[config.mk]
export PLATFORM = sky130hd
export DESIGN_NAME = debug_data_sender
export DESIGN_NICKNAME = d
export VERILOG_FILES = /design/src/rtl/debug_data_sender_pkg.sv /design/src/rtl/debug_data_sender_word_serializer.sv /design/src/rtl/debug_data_sender.sv
export SDC_FILE = /design/constraint.sdc
export NUM_CORES = 1
export LEC_CHECK = 0
export CORE_MARGIN = 3
export CORE_UTILIZATION = 34
export DETAILED_ROUTE_END_ITERATION = 6
export GPL_ROUTABILITY_DRIVEN = 0
export PLACE_DENSITY_LB_ADDON = 0.1
export SLEW_MARGIN = 10
export SYNTH_ARGS = -nofsm -noshare
export SYNTH_HDL_FRONTEND = slang
export SYNTH_SLANG_ARGS = --single-unit
[constraint.sdc]
create_clock -name clk -period 4.6 [get_ports clk]
set_input_delay 1.15 -clock clk [delete_from_list [all_inputs] [get_ports clk]]
set_output_delay 1.15 -clock clk [all_outputs]
set_load 0.005 [all_outputs]
[src/rtl/debug_data_sender_pkg.sv]
// Shared definitions for the debug dump path: FSM encoding, word-index map
// of the dump sequence and helpers that size the sequence from the
// register-file / data-memory depths.
package debug_data_sender_pkg;

  typedef enum logic [2:0] {
    ST_IDLE   = 3'd0,
    ST_FETCH  = 3'd1,
    ST_LATCH  = 3'd2,
    ST_SEND   = 3'd3,
    ST_WAITTX = 3'd4,
    ST_DONE   = 3'd5
  } state_e;

  // Word index counter width; covers the default 66-word dump.
  localparam int WIDX_W = 7;

  localparam int NREG_DEF = 32;
  localparam int NDM_DEF  = 32;

  localparam logic [WIDX_W-1:0] PC_IDX  = 7'd0;
  localparam logic [WIDX_W-1:0] CYC_IDX = 7'd1;
  localparam logic [WIDX_W-1:0] RF_BASE = 7'd2;

  // First data-memory word index for a register file of nreg entries.
  function automatic logic [WIDX_W-1:0] dm_base_idx(input int nreg);
    return RF_BASE + WIDX_W'(nreg);
  endfunction

  // Number of words in a full dump.
  function automatic logic [WIDX_W-1:0] total_words(input int nreg, input int ndm);
    return dm_base_idx(nreg) + WIDX_W'(ndm);
  endfunction

  localparam logic [WIDX_W-1:0] DM_BASE     = dm_base_idx(NREG_DEF);
  localparam logic [WIDX_W-1:0] TOTAL_WORDS = total_words(NREG_DEF, NDM_DEF);

endpackage

[src/rtl/debug_data_sender_word_serializer.sv]
// Holds one debug word and presents a selected byte, most significant byte
// first (byte_sel 0 -> top byte). While load is high the byte is taken from
// the incoming word so the caller can register it in the same cycle.
module debug_data_sender_word_serializer #(
  parameter int NBITS      = 32,
  parameter int BYTE_WIDTH = 8,
  parameter int SEL_W      = 2
) (
  input  logic                  clk,
  input  logic                  reset,
  input  logic                  load,
  input  logic [NBITS-1:0]      word_in,
  input  logic [SEL_W-1:0]      byte_sel,
  output logic [BYTE_WIDTH-1:0] byte_out
);

  localparam int NBYTES = NBITS / BYTE_WIDTH;

  logic [NBITS-1:0] word_q;
  logic [NBITS-1:0] word_d;
  logic [NBITS-1:0] src_s;
  logic [NBITS-1:0] shifted_s;

  // Capture a new word on load, otherwise hold.
  always_comb begin
    word_d = word_q;
    if (load) begin
      word_d = word_in;
    end else begin
      word_d = word_q;
    end
  end

  // Word buffer register.
  always_ff @(posedge clk or posedge reset) begin
    if (reset) begin
      word_q <= {NBITS{1'b0}};
    end else begin
      word_q <= word_d;
    end
  end

  // Byte select, MSB first.
  always_comb begin
    src_s     = load ? word_in : word_q;
    shifted_s = src_s >> (BYTE_WIDTH * (NBYTES - 1 - int'(byte_sel)));
    byte_out  = shifted_s[BYTE_WIDTH-1:0];
  end

endmodule

[src/rtl/debug_data_sender.sv]
// Debug dump sender: on a rising edge of send_flag, streams PC, cycle count,
// the register file and the data memory to the UART TX, one byte per
// tx_start/tx_done handshake, and pulses send_done after the last byte.
module debug_data_sender
  import debug_data_sender_pkg::*;
#(
  parameter int NBITS          = 32,
  parameter int RF_ADDR_LENGTH = 5,
  parameter int DM_ADDR_LENGTH = 5,
  parameter int BYTE_WIDTH     = 8
) (
  input  logic                      clk,
  input  logic                      reset,
  input  logic                      send_flag,
  input  logic [NBITS-1:0]          pc_value,
  input  logic [NBITS-1:0]          cycle_count,
  input  logic [NBITS-1:0]          rf_rdata,
  input  logic [NBITS-1:0]          dm_rdata,
  input  logic                      tx_done,
  output logic [RF_ADDR_LENGTH-1:0] rf_addr,
  output logic [DM_ADDR_LENGTH-1:0] dm_addr,
  output logic                      tx_start,
  output logic [BYTE_WIDTH-1:0]     tx_data,
  output logic                      send_done,
  output logic                      busy
);

  localparam int NREG = 2 ** RF_ADDR_LENGTH;
  localparam int NDM  = 2 ** DM_ADDR_LENGTH;
  localparam logic [WIDX_W-1:0] DM_BASE_L = dm_base_idx(NREG);
  localparam logic [WIDX_W-1:0] LAST_IDX  = total_words(NREG, NDM) - 7'd1;

  state_e                    state_q, state_d;
  logic [WIDX_W-1:0]         word_idx_q, word_idx_d;
  logic [1:0]                byte_cnt_q, byte_cnt_d;
  logic                      flag_q, flag_d;
  logic                      flag_prev_q, flag_prev_d;
  logic [RF_ADDR_LENGTH-1:0] rf_addr_q, rf_addr_d;
  logic [DM_ADDR_LENGTH-1:0] dm_addr_q, dm_addr_d;
  logic                      tx_start_q, tx_start_d;
  logic [BYTE_WIDTH-1:0]     tx_data_q, tx_data_d;
  logic                      send_done_q, send_done_d;
  logic                      busy_q, busy_d;

  logic                      start_s;
  logic                      load_s;
  logic [NBITS-1:0]          word_sel_s;
  logic [BYTE_WIDTH-1:0]     ser_byte_s;

  // Flag sampled into a register first, so the edge is seen one cycle after
  // it is sampled; this sets the fixed start latency.
  always_comb begin
    flag_d      = send_flag;
    flag_prev_d = flag_q;
    start_s     = flag_q & ~flag_prev_q;
  end

  // Next-state, counters and buffer load for the dump sequence.
  always_comb begin
    state_d    = state_q;
    word_idx_d = word_idx_q;
    byte_cnt_d = byte_cnt_q;
    load_s     = 1'b0;
    case (state_q)
      ST_IDLE: begin
        word_idx_d = {WIDX_W{1'b0}};
        byte_cnt_d = 2'd0;
        if (start_s) begin
          state_d = ST_FETCH;
        end else begin
          state_d = ST_IDLE;
        end
      end
      ST_FETCH: begin
        state_d = ST_LATCH;
      end
      ST_LATCH: begin
        load_s  = 1'b1;
        state_d = ST_SEND;
      end
      ST_SEND: begin
        state_d = ST_WAITTX;
      end
      ST_WAITTX: begin
        if (!tx_done) begin
          state_d = ST_WAITTX;
        end else if (byte_cnt_q != 2'd3) begin
          byte_cnt_d = byte_cnt_q + 2'd1;
          state_d    = ST_SEND;
        end else if (word_idx_q == LAST_IDX) begin
          state_d = ST_DONE;
        end else begin
          word_idx_d = word_idx_q + 7'd1;
          byte_cnt_d = 2'd0;
          state_d    = ST_FETCH;
        end
      end
      ST_DONE: begin
        state_d = ST_IDLE;
      end
      default: begin
        state_d = ST_IDLE;
      end
    endcase
  end

  // Source select for the word captured at the end of LATCH.
  always_comb begin
    if (word_idx_q == PC_IDX) begin
      word_sel_s = pc_value;
    end else if (word_idx_q == CYC_IDX) begin
      word_sel_s = cycle_count;
    end else if (word_idx_q < DM_BASE_L) begin
      word_sel_s = rf_rdata;
    end else begin
      word_sel_s = dm_rdata;
    end
  end

  // Read addresses are set on entry to FETCH and held through the word, so
  // they are stable for the whole FETCH cycle before the read is captured.
  always_comb begin
    rf_addr_d = rf_addr_q;
    dm_addr_d = dm_addr_q;
    if (state_d == ST_FETCH) begin
      if ((word_idx_d >= RF_BASE) && (word_idx_d < DM_BASE_L)) begin
        rf_addr_d = RF_ADDR_LENGTH'(word_idx_d - RF_BASE);
      end else begin
        rf_addr_d = {RF_ADDR_LENGTH{1'b0}};
      end
      if ((word_idx_d >= DM_BASE_L) && (word_idx_d <= LAST_IDX)) begin
        dm_addr_d = DM_ADDR_LENGTH'(word_idx_d - DM_BASE_L);
      end else begin
        dm_addr_d = {DM_ADDR_LENGTH{1'b0}};
      end
    end else if ((state_d == ST_IDLE) || (state_d == ST_DONE)) begin
      rf_addr_d = {RF_ADDR_LENGTH{1'b0}};
      dm_addr_d = {DM_ADDR_LENGTH{1'b0}};
    end else begin
      rf_addr_d = rf_addr_q;
      dm_addr_d = dm_addr_q;
    end
  end

  // Registered handshake/status outputs derived from the next state.
  always_comb begin
    tx_start_d  = (state_d == ST_SEND);
    tx_data_d   = (state_d == ST_SEND) ? ser_byte_s : {BYTE_WIDTH{1'b0}};
    send_done_d = (state_d == ST_DONE);
    busy_d      = (state_d != ST_IDLE);
  end

  debug_data_sender_word_serializer #(
    .NBITS     (NBITS),
    .BYTE_WIDTH(BYTE_WIDTH),
    .SEL_W     (2)
  ) u_word_serializer (
    .clk     (clk),
    .reset   (reset),
    .load    (load_s),
    .word_in (word_sel_s),
    .byte_sel(byte_cnt_d),
    .byte_out(ser_byte_s)
  );

  // State, counters, flag history and output registers.
  always_ff @(posedge clk or posedge reset) begin
    if (reset) begin
      state_q     <= ST_IDLE;
      word_idx_q  <= {WIDX_W{1'b0}};
      byte_cnt_q  <= 2'd0;
      flag_q      <= 1'b0;
      flag_prev_q <= 1'b0;
      rf_addr_q   <= {RF_ADDR_LENGTH{1'b0}};
      dm_addr_q   <= {DM_ADDR_LENGTH{1'b0}};
      tx_start_q  <= 1'b0;
      tx_data_q   <= {BYTE_WIDTH{1'b0}};
      send_done_q <= 1'b0;
      busy_q      <= 1'b0;
    end else begin
      state_q     <= state_d;
      word_idx_q  <= word_idx_d;
      byte_cnt_q  <= byte_cnt_d;
      flag_q      <= flag_d;
      flag_prev_q <= flag_prev_d;
      rf_addr_q   <= rf_addr_d;
      dm_addr_q   <= dm_addr_d;
      tx_start_q  <= tx_start_d;
      tx_data_q   <= tx_data_d;
      send_done_q <= send_done_d;
      busy_q      <= busy_d;
    end
  end

  assign rf_addr   = rf_addr_q;
  assign dm_addr   = dm_addr_q;
  assign tx_start  = tx_start_q;
  assign tx_data   = tx_data_q;
  assign send_done = send_done_q;
  assign busy      = busy_q;

endmodule

### Power grid

Drawn at 3 px/um. Pins as bars on the die edge.
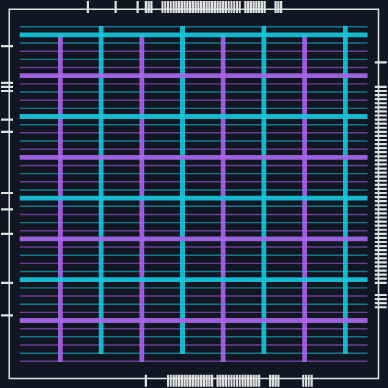
| net | colour |
|---|---|
| VSS | purple |
| VDD | cyan |
met4 straps: 8
signal pins: 153
VDD IR max: 0.0003576 V
width of the die: 122.5 um
Core Footprint: 0.01293 mm2

### Clock nets

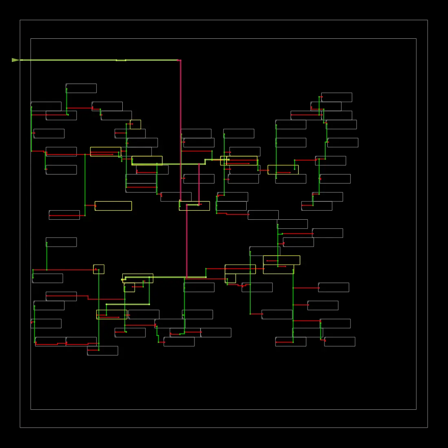
sequential cells: 67
clock tree skew after final layout: 0.008019 ns
Num CTS Buffers: 9
clk sinks: 67
Power Clock: 0.744 mW

==> commit_impl_results.txt <==
Record implementation results from latest flow run

- Clk network pwr share: 0.285
* Power density of the placed cells: 398.2 mW/mm2
* Post-cts resize count: 0
* Result of the run: complete, no violations
- Net count reported at finish: ~770
* Count of cells along the worst register-to-register path: 10
- Global-route wire length before repair: 25.06 mm
- The detailed router finished its first iteration with 297 violations.
- A synthesized cell averages about 9.1 um2.
- Summed instance area of the synthesized netlist: 0.004618 mm2
* Main flop type: sky130_fd_sc_hd__dfrtp_1
- The critical path endpoint has a required time of 4.82 ns.
* #FFs+latches synth: 67
- Per the STA report, the cell with the highest stage delay on the worst path is sky130_fd_sc_hd__or4b_1.
- By area, the class that comes first in the final layout consists of logic gates.
* Number of ordinary inverters in the final layout: 59
- Number of buffers between clock root and the deepest sink: 2
- On the critical path the data arrives at 3.97 ns.
* Commonest non-fill, non-tap cell in the layout: sky130_fd_sc_hd__clkdlybuf4s50_1
- For this run, the register share of the synthesized area comes to 0.3630.
* Layout buffering overhead excluding clock cells: 0.2416
- The H-tree generated during clock tree synthesis spans 3 levels.
- The register with the most flip-flops in the layout has 32 of them.
* Overall routing resource usage: 0.2119
- Commonest cells after routing, fill and taps aside: sky130_fd_sc_hd__clkdlybuf4s50_1 (152), sky130_fd_sc_hd__dfrtp_1 (66), sky130_fd_sc_hd__inv_1 (56), sky130_fd_sc_hd__a221o_1 (40), sky130_fd_sc_hd__nand2_1 (27)
- Number of vias in the routed layout: 4665
- DIE AREA: 0.01502 mm2
- Capture point of the critical path: dm_addr[2]$_DFFE_PP0P_
* Highest metal used: met4
- Origin of the worst min-delay path: flag_prev_d$_DFF_PP0_
- DP HPWL: 11.37 mm
- Setup repair after global routing left no endpoint under its margin.
- In the global route stage, met3 resource usage came out at 0.03825.
- Biggest register: u_word_serializer.word_q
- The detailed router put a total of 7.215 mm of wire on met1.
- The final hold violation count recorded for this run is 0.
- Buffering stage count on the worst path with inverters included: 1
- The power report lists the combinational group at 0.967 mW.
- Broken down by cell family, the worst path's largest delay share belongs to AND-OR/OR-AND gates.
- At the later pin of the worst-skew pair, clock insertion delay measures 0.33 ns.
* R2r setup slk: ~0.85 ns
* Final setup TNS: 0 ns
* Top cell type by total area after synthesis: sky130_fd_sc_hd__dfrtp_1
* Worst-path clk slew: roughly 0.060 ns
* Wirelength per Cell: 19.93 um
- For this run, the number of Yosys warnings is 0.
* Worst Hold Depth: 0
- Clock buffer and inverter area fraction after layout: 0.04969
* Switching share of power: 0.3355
* Peak-usage layer in the global routing report: met2
* Number of optimization iterations in the first detailed-route pass: 6
- Entering global routing, the biggest net connects 49 pins.
* Total met3 wirelength after detailed routing: approximately 920 um
* Area fraction in mux cells: 0.07180
- The tree is rooted in a sky130_fd_sc_hd__clkbuf_16.
- Of the total standard cell area in the layout, the multi-input combinational portion is 0.3857.
* Internal power: 1.732 mW
- For this floorplan the total number of well-tap instances is about 170.
- Slew headroom: 0.4206
- After routing the design area is 0.006546 mm2.
* Worst min-delay path category: register to register
- Top cell type by instance count after synthesis: sky130_fd_sc_hd__dfrtp_1
- Share of Yosys cell area claimed by the top area cell type: 0.3630
- Cell-by-cell listing of the critical path: inv_1 -> ha_1 -> or4b_1 -> o2111ai_1 -> and2_1 -> ha_1 -> o311ai_0 -> a211oi_1 -> o32ai_4 -> a32o_1
- Startpoint type of the worst setup path: register
- The global route stage reports its total congestion overflow as 0.
* Number of non-filler instances in the completed layout: between 800 and 900
* Arithmetic-cell share of the synthesized area counting full adders, half adders and majority gates: 0.01897
- The worst setup path is of the register to register kind.
- The layout has 1191 filler cells.
- The synthesis report lists the most area-consuming cells as sky130_fd_sc_hd__dfrtp_1 (36%), sky130_fd_sc_hd__a221o_1 (8.7%), sky130_fd_sc_hd__mux2i_1 (5.0%), sky130_fd_sc_hd__inv_1 (4.6%), sky130_fd_sc_hd__a221oi_1 (4.4%).
- In this run, post-CTS hold repair placed 0 buffers.
- Worst hold-check slack: 0.3669 ns
- Final standard cell utilization of the core: 0.5064
- After layout, the buffer instance count without clock buffers stands at around 160.
* Multi-input comb cells: 334
* R2r endpoint: dm_addr[2]$_DFFE_PP0P_
- Total setup buffers inserted after CTS: 0
* Count of nets left with antenna violations after detail routing: 0
- Met2 Usage GRT: 0.3634
- Hold path endpoint: flag_prev_q$_DFF_PP0_
- Power consumption: 2.607 mW
- Clock tree from TritonCTS: built
- Worst setup slack before clock tree synthesis: about 0.54 ns
- Antenna violations before repair: 0
- After detailed placement, the total cell area comes to 0.006221 mm2.
* Most common library cells after synthesis: sky130_fd_sc_hd__dfrtp_1 (67), sky130_fd_sc_hd__inv_1 (57), sky130_fd_sc_hd__a221o_1 (40)
* Number of nets at floorplan: 646
- Total of buffers placed on input and output ports: 152
* Logic depth of the worst path, buffers included: 10
- The global routing report lists met1 layer usage as 0.2831.
* Most used cell along the critical path: sky130_fd_sc_hd__ha_1
- Critical-path maximum fanout: 14
- Area occupied by multi-input gates: 0.002525 mm2
- Number of instances in the placed design: 792
* Floorplan core density: 0.3572
- The cell-mix breakdown from Yosys lists the XOR/XNOR area share as 0.003793.
- Worst setup path startpoint: word_idx_q[1]$_DFF_PP0_
- Sequential group share of total power: 0.344
- The worst path in the final design needs a cycle of approximately 3.8 ns, including I/O delays and setup.
- Vias per cell: 5.774
Power is estimated from default activity; no workload was simulated.
